File: src/rtl/prog_loader.sv
// prog_loader: byte-stream framer that packs {HI,LO} pairs into
// instruction words, writes imem and holds the core in reset while loading.
module prog_loader #(
  parameter int                    DATA_WIDTH        = 11,
  parameter int                    INSTRUCTION_WIDTH = 16,
  parameter logic [DATA_WIDTH-1:0] BASE_ADDR         = '0,
  parameter logic [7:0]            START_BYTE        = 8'hA5,
  parameter logic [4:0]            MAX_OPCODE        = 5'b01110
) (
  input  logic                         clock_in,
  input  logic                         reset_in,
  input  logic [7:0]                   byte_in,
  input  logic                         byte_valid_in,
  output logic                         byte_ready_out,
  output logic [DATA_WIDTH-1:0]        imem_addr_out,
  output logic [INSTRUCTION_WIDTH-1:0] imem_data_out,
  output logic                         imem_wr_out,
  output logic                         cpu_reset_n_out,
  output logic                         done_out,
  output logic                         error_out,
  output logic [1:0]                   error_code_out
);

  typedef enum logic [2:0] {
    S_IDLE,
    S_COUNT,
    S_HI,
    S_LO,
    S_WRITE,
    S_CHECK,
    S_ERROR
  } state_t;

  localparam logic [1:0] E_NONE  = 2'b00;
  localparam logic [1:0] E_ZERO  = 2'b01;
  localparam logic [1:0] E_OPC   = 2'b10;
  localparam logic [1:0] E_CSUM  = 2'b11;

  state_t     state_q;
  state_t     state_d;
  logic [7:0] hi_q;
  logic [7:0] csum_q;
  logic [7:0] remaining_q;

  logic accept;
  logic is_start;
  logic bad_opc;
  logic csum_ok;

  assign accept   = byte_valid_in & byte_ready_out;
  assign is_start = byte_in == START_BYTE;
  assign bad_opc  = hi_q[7:3] > MAX_OPCODE;
  assign csum_ok  = byte_in == csum_q;

  always_ff @(posedge clock_in or negedge reset_in) begin
    if (!reset_in) begin
      state_q <= S_IDLE;
    end else begin
      state_q <= state_d;
    end
  end

  always_comb begin
    state_d = state_q;
    unique case (state_q)
      S_IDLE,
      S_ERROR: begin
        if (accept && is_start) state_d = S_COUNT;
      end
      S_COUNT: begin
        if (accept) begin
          state_d = (byte_in == 8'd0) ? S_ERROR : S_HI;
        end
      end
      S_HI: begin
        if (accept) state_d = S_LO;
      end
      S_LO: begin
        if (accept) state_d = bad_opc ? S_ERROR : S_WRITE;
      end
      S_WRITE: begin
        state_d = (remaining_q == 8'd1) ? S_CHECK : S_HI;
      end
      S_CHECK: begin
        if (accept) state_d = csum_ok ? S_IDLE : S_ERROR;
      end
      default: state_d = S_IDLE;
    endcase
  end

  // Core is free only when idle: a clean reset or a frame that
  // finished with a good checksum.
  always_comb begin
    byte_ready_out  = state_q != S_WRITE;
    imem_wr_out     = state_q == S_WRITE;
    cpu_reset_n_out = state_q == S_IDLE;
    error_out       = state_q == S_ERROR;
  end

  always_ff @(posedge clock_in or negedge reset_in) begin
    if (!reset_in) begin
      hi_q           <= '0;
      csum_q         <= '0;
      remaining_q    <= '0;
      imem_addr_out  <= BASE_ADDR;
      imem_data_out  <= '0;
      done_out       <= 1'b0;
      error_code_out <= E_NONE;
    end else begin
      unique case (state_q)
        S_IDLE,
        S_ERROR: begin
          if (accept && is_start) begin
            csum_q         <= '0;
            done_out       <= 1'b0;
            error_code_out <= E_NONE;
          end
        end
        S_COUNT: begin
          if (accept) begin
            if (byte_in == 8'd0) begin
              error_code_out <= E_ZERO;
            end else begin
              remaining_q   <= byte_in;
              imem_addr_out <= BASE_ADDR;
            end
          end
        end
        S_HI: begin
          if (accept) begin
            hi_q   <= byte_in;
            csum_q <= csum_q ^ byte_in;
          end
        end
        S_LO: begin
          if (accept) begin
            csum_q <= csum_q ^ byte_in;
            if (bad_opc) begin
              error_code_out <= E_OPC;
            end else begin
              imem_data_out <= {hi_q, byte_in};
            end
          end
        end
        S_WRITE: begin
          imem_addr_out <= imem_addr_out + 1'b1;
          remaining_q   <= remaining_q - 8'd1;
        end
        S_CHECK: begin
          if (accept) begin
            if (csum_ok) begin
              done_out <= 1'b1;
            end else begin
              error_code_out <= E_CSUM;
            end
          end
        end
        default: begin
          hi_q <= hi_q;
        end
      endcase
    end
  end

endmodule

File: config.mk
export PLATFORM = sky130hd
export DESIGN_NAME = prog_loader
export DESIGN_NICKNAME = d
export VERILOG_FILES = /design/src/rtl/prog_loader.sv
export SDC_FILE = /design/constraint.sdc
export NUM_CORES = 1
export LEC_CHECK = 0
export ABC_AREA = 1
export CAP_MARGIN = 20
export CORE_UTILIZATION = 25
export CTS_CLUSTER_SIZE = 24
export DETAILED_ROUTE_END_ITERATION = 10
export PLACE_DENSITY = 0.45
export SETUP_SLACK_MARGIN = 0.5
export SLEW_MARGIN = 20
export SYNTH_ARGS = -nofsm -noshare
export SYNTH_HDL_FRONTEND = slang
export SYNTH_SLANG_ARGS = --single-unit
File: constraint.sdc
create_clock -name clock_in -period 1.7 [get_ports clock_in]
set_input_delay 0.255 -clock clock_in [delete_from_list [all_inputs] [get_ports clock_in]]
set_output_delay 0.255 -clock clock_in [all_outputs]
set_load 0.05 [all_outputs]
Figure 1. Power grid.
The bar under the picture is 20 um long. Pins as bars on the die edge.
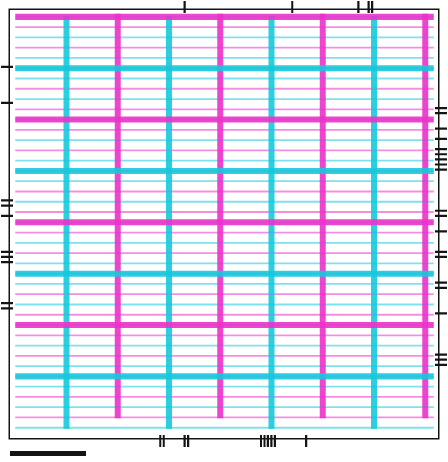
Key: VSS = cyan; VDD = magenta
The core has 40 rows. 41 met1 rails follow the rows. 8 straps on met5. 8 straps on met4.

Figure 2. Cell classes on the final placement.
The bar under the picture is 20 um long.
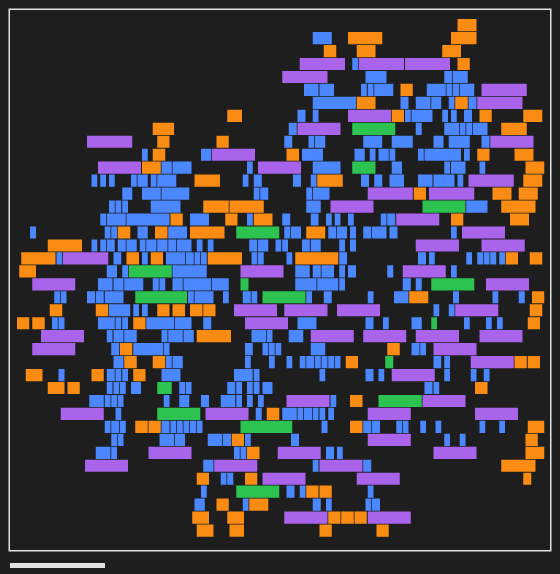
Key: clock drivers and dummy loads = green [cells 16]; all other logic = blue [cells 341]; other buffers and delay cells = orange [cells 105]; flip-flops = purple [cells 57]
Rows: 40
Core Util, Final: 0.413
fraction of area in registers: 0.289
design area: 0.00498 mm2

Figure 3. Clock network drawn from the DEF.
The bar under the picture is 20 um long.
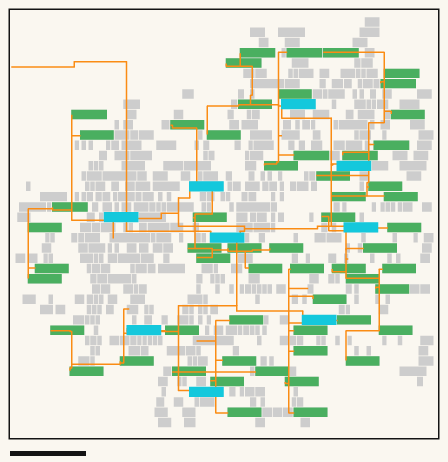
Key: flip-flops = green [count 57]; clock wires = orange [length 961 um]; cells driving clock nets = cyan [count 9]
Position of the flops: spread over the die.

==> impl_metrics.yaml <==
# flow metrics
clocking:
  clk-insertion-delay-late_ps: 330
  cts_made_buffers: 9
  cts.sinks: 57
  post-cts-setup-buffers: 13
  cts_buffer_depth: 2
  hold_buffers: 1
  tritoncts: "built"
  root_buffer: "clkbuf_16"
  cts.clk_slew.worst_paths_ps: 50
  ctsResizeCount: 46
routing:
  post_drt_wl_per_cell_um: 12.6
  wl_met1_um: 4210
  vias_per_cell: 4.30
  dr.pass1.iters: 5
  routed-wl-met2_um: 3980
  drt_iter0_markers: 108
  vias: 2961
  drc: 0
  routed_wl_um: 8670
  ant_nets: 0
  highest_layer: "met4"
  dr_wl_met3_um: 353
synthesis:
  topCellsByArea: "dfrtp_1 46%, nand2_1 17%, inv_1 5.5%, nand3_1 4.4%, o21ai_0 3.7%"
  ys_sh_mux: 0
  ys_warn_count: 0
  ys_async_sr_fraction: 1.00
  synth_area_per_cell_um2: 7.60
  most_common_cell: "nand2_1"
  synth_seq_share: 0.460
  syn_area_mm2: 0.00310
  ys_sh_xor: 0.0226
  fa_ha_area_frac: 0.0161
  aoi_share: 0.113
  largest_area_cell: "dfrtp_1"
  synthSimpleGateAreaFrac: 0.304
  synth.logic.top_family: "simple AND/OR/NAND/NOR gates"
  ys_ff: 57
  ys_chip_area_mm2: 0.00310
  top_cells_by_count: "143 x nand2_1, 57 x dfrtp_1, 45 x inv_1, 29 x nor2_1, 27 x nand3_1"
  edf_count: 0
  synth_cells: 408
  synth_nets: 423
  synthDistinctLibCells: 31
  synth-main-ff-cell: "dfrtp_1"
  synth_top_area_share: 0.460
  yosys-stat-cells: 408
timing:
  timing.setup.tns_ps: 0
  skew_ps: 4.31
  hold_violations: 0
  finalCritPeriodShare: 0.941
  fin_crit_ps: 1600
  slew_viol_final: 0
  setup_viol: 0
  fmax_mhz: 625
  fin_ws_ps: 99.5
  tightest_slew_ps: 317
  hold_slack_ps: 403
  maxSlewHeadroom: 0.789
critical_path:
  path_cells: "nor2_4 > nand2_4 > buf_12 > buf_12"
  criticalPathCategory: "flop to primary output"
  end_kind: "primary output"
  cpLargestDelayFamily: "flip-flops"
  crit_end: "byte_ready_out"
  critPathLaunchType: "flop"
  cp.depth: 4
  reg2regPathDepth: 8
  cp_max_fo: 6
  r2r_slack_ps: 170
  cpMostUsedCell: "buf_12"
  rr_endpoint: "remaining_q[1]"
  crit_arrival_ps: 1350
  r2r-start: "state_q[1]"
  crit_start: "state_q[1]"
  cp_slowest_cell: "dfrtp_2"
global_routing:
  antenna_found_initial: 1
  grt_pass1_wl_um: 14300
  grt_usage: 0.145
  grt.overflow.total: 0
  grt_pass1_vias: 2898
place:
  io_buffers: 44
  place_area_mm2: 0.00402
  dp_slack_ps: -290
  place.gp.congestion: 0.792
  dpl.cell_count: 648
floorplanning:
  die-width_um: 113
  core_region_area_mm2: 0.0121
  fp-utilization: 0.257
  top_level_ports: 45
  die_area_mm2: 0.0128
  taps: 168
power:
  irDropWorstVdd_mv: 1.12
  share_comb_of_total_power: 0.537
  p_sw_frac: 0.431
  powerDensity_mw_per_mm2: 1810
  intPower_mw: 5.12
  p_sw_mw: 3.88
  power_mw: 9.00
  pwr-share-seq: 0.245
final_layout:
  area.growth.synth_to_final_pct: 60.8
  final_cell_count_no_fill: 688
  clockNetworkAreaShare: 0.0645
  nFlopsAndLatches: 57
  comb_cells: 292
  drive_above_1_share: 0.410
  num_antenna_cells: 1
  buf_share: 0.209
  clkbuf_count: 11
  layout.nets: 529
  comb_area_share: 0.354
  regArea_mm2: 0.00144
  buffers: 105
  lay_top_count: "nand2_1"
  fillerInstances: 1219
  combGateArea_mm2: 0.00176
  top_area_cell_class: "logic gates"
  inverters: 49
  most-common-layout-cells: "116 x nand2_1, 62 x buf_4, 46 x dfrtp_1, 38 x inv_1, 25 x nand3_1"
hold_path:
  hold_path.startpoint: "byte_in[3]"
  hold_path_depth: 4
  hold_path_class: "primary input to flop"
  whs_endpoint: "remaining_q[3]"
flow_run:
  cap_violations: 0
run_status:
  status: "completed"
==> per-layer routing <==
| metal | global-route usage | up-vias |
|---|---|---|
| met2 | 0.228 | 61 |
| li1 | - | 1518 |
| met4 | 0.0553 | 0 |
| met3 | 0.0428 | 13 |
| met5 | 0 | - |
| met1 | 0.188 | 1369 |
==> power groups by stage <==
stage | registers [mW] | clock network (mW) | logic (mW)
finish | 2.21 | 1.96 | 4.84
global placement | 2.20 | 0 | 3.85
floorplan | 2.79 | 0 | 2.09
CTS | 2.20 | 2.01 | 4.18
detailed placement | 2.21 | 0 | 3.88
global route | 2.28 | 2.07 | 5.27
==> state kept, by name (all words and copies together) (netlist names) <==
signal          flops
hi_q                8
imem_addr_out      11
csum_q              8
state_q             3
done_out            1
remaining_q         8
imem_data_out      16
error_code_out      2
No activity file was given, so power comes from the tool's default toggle rates.
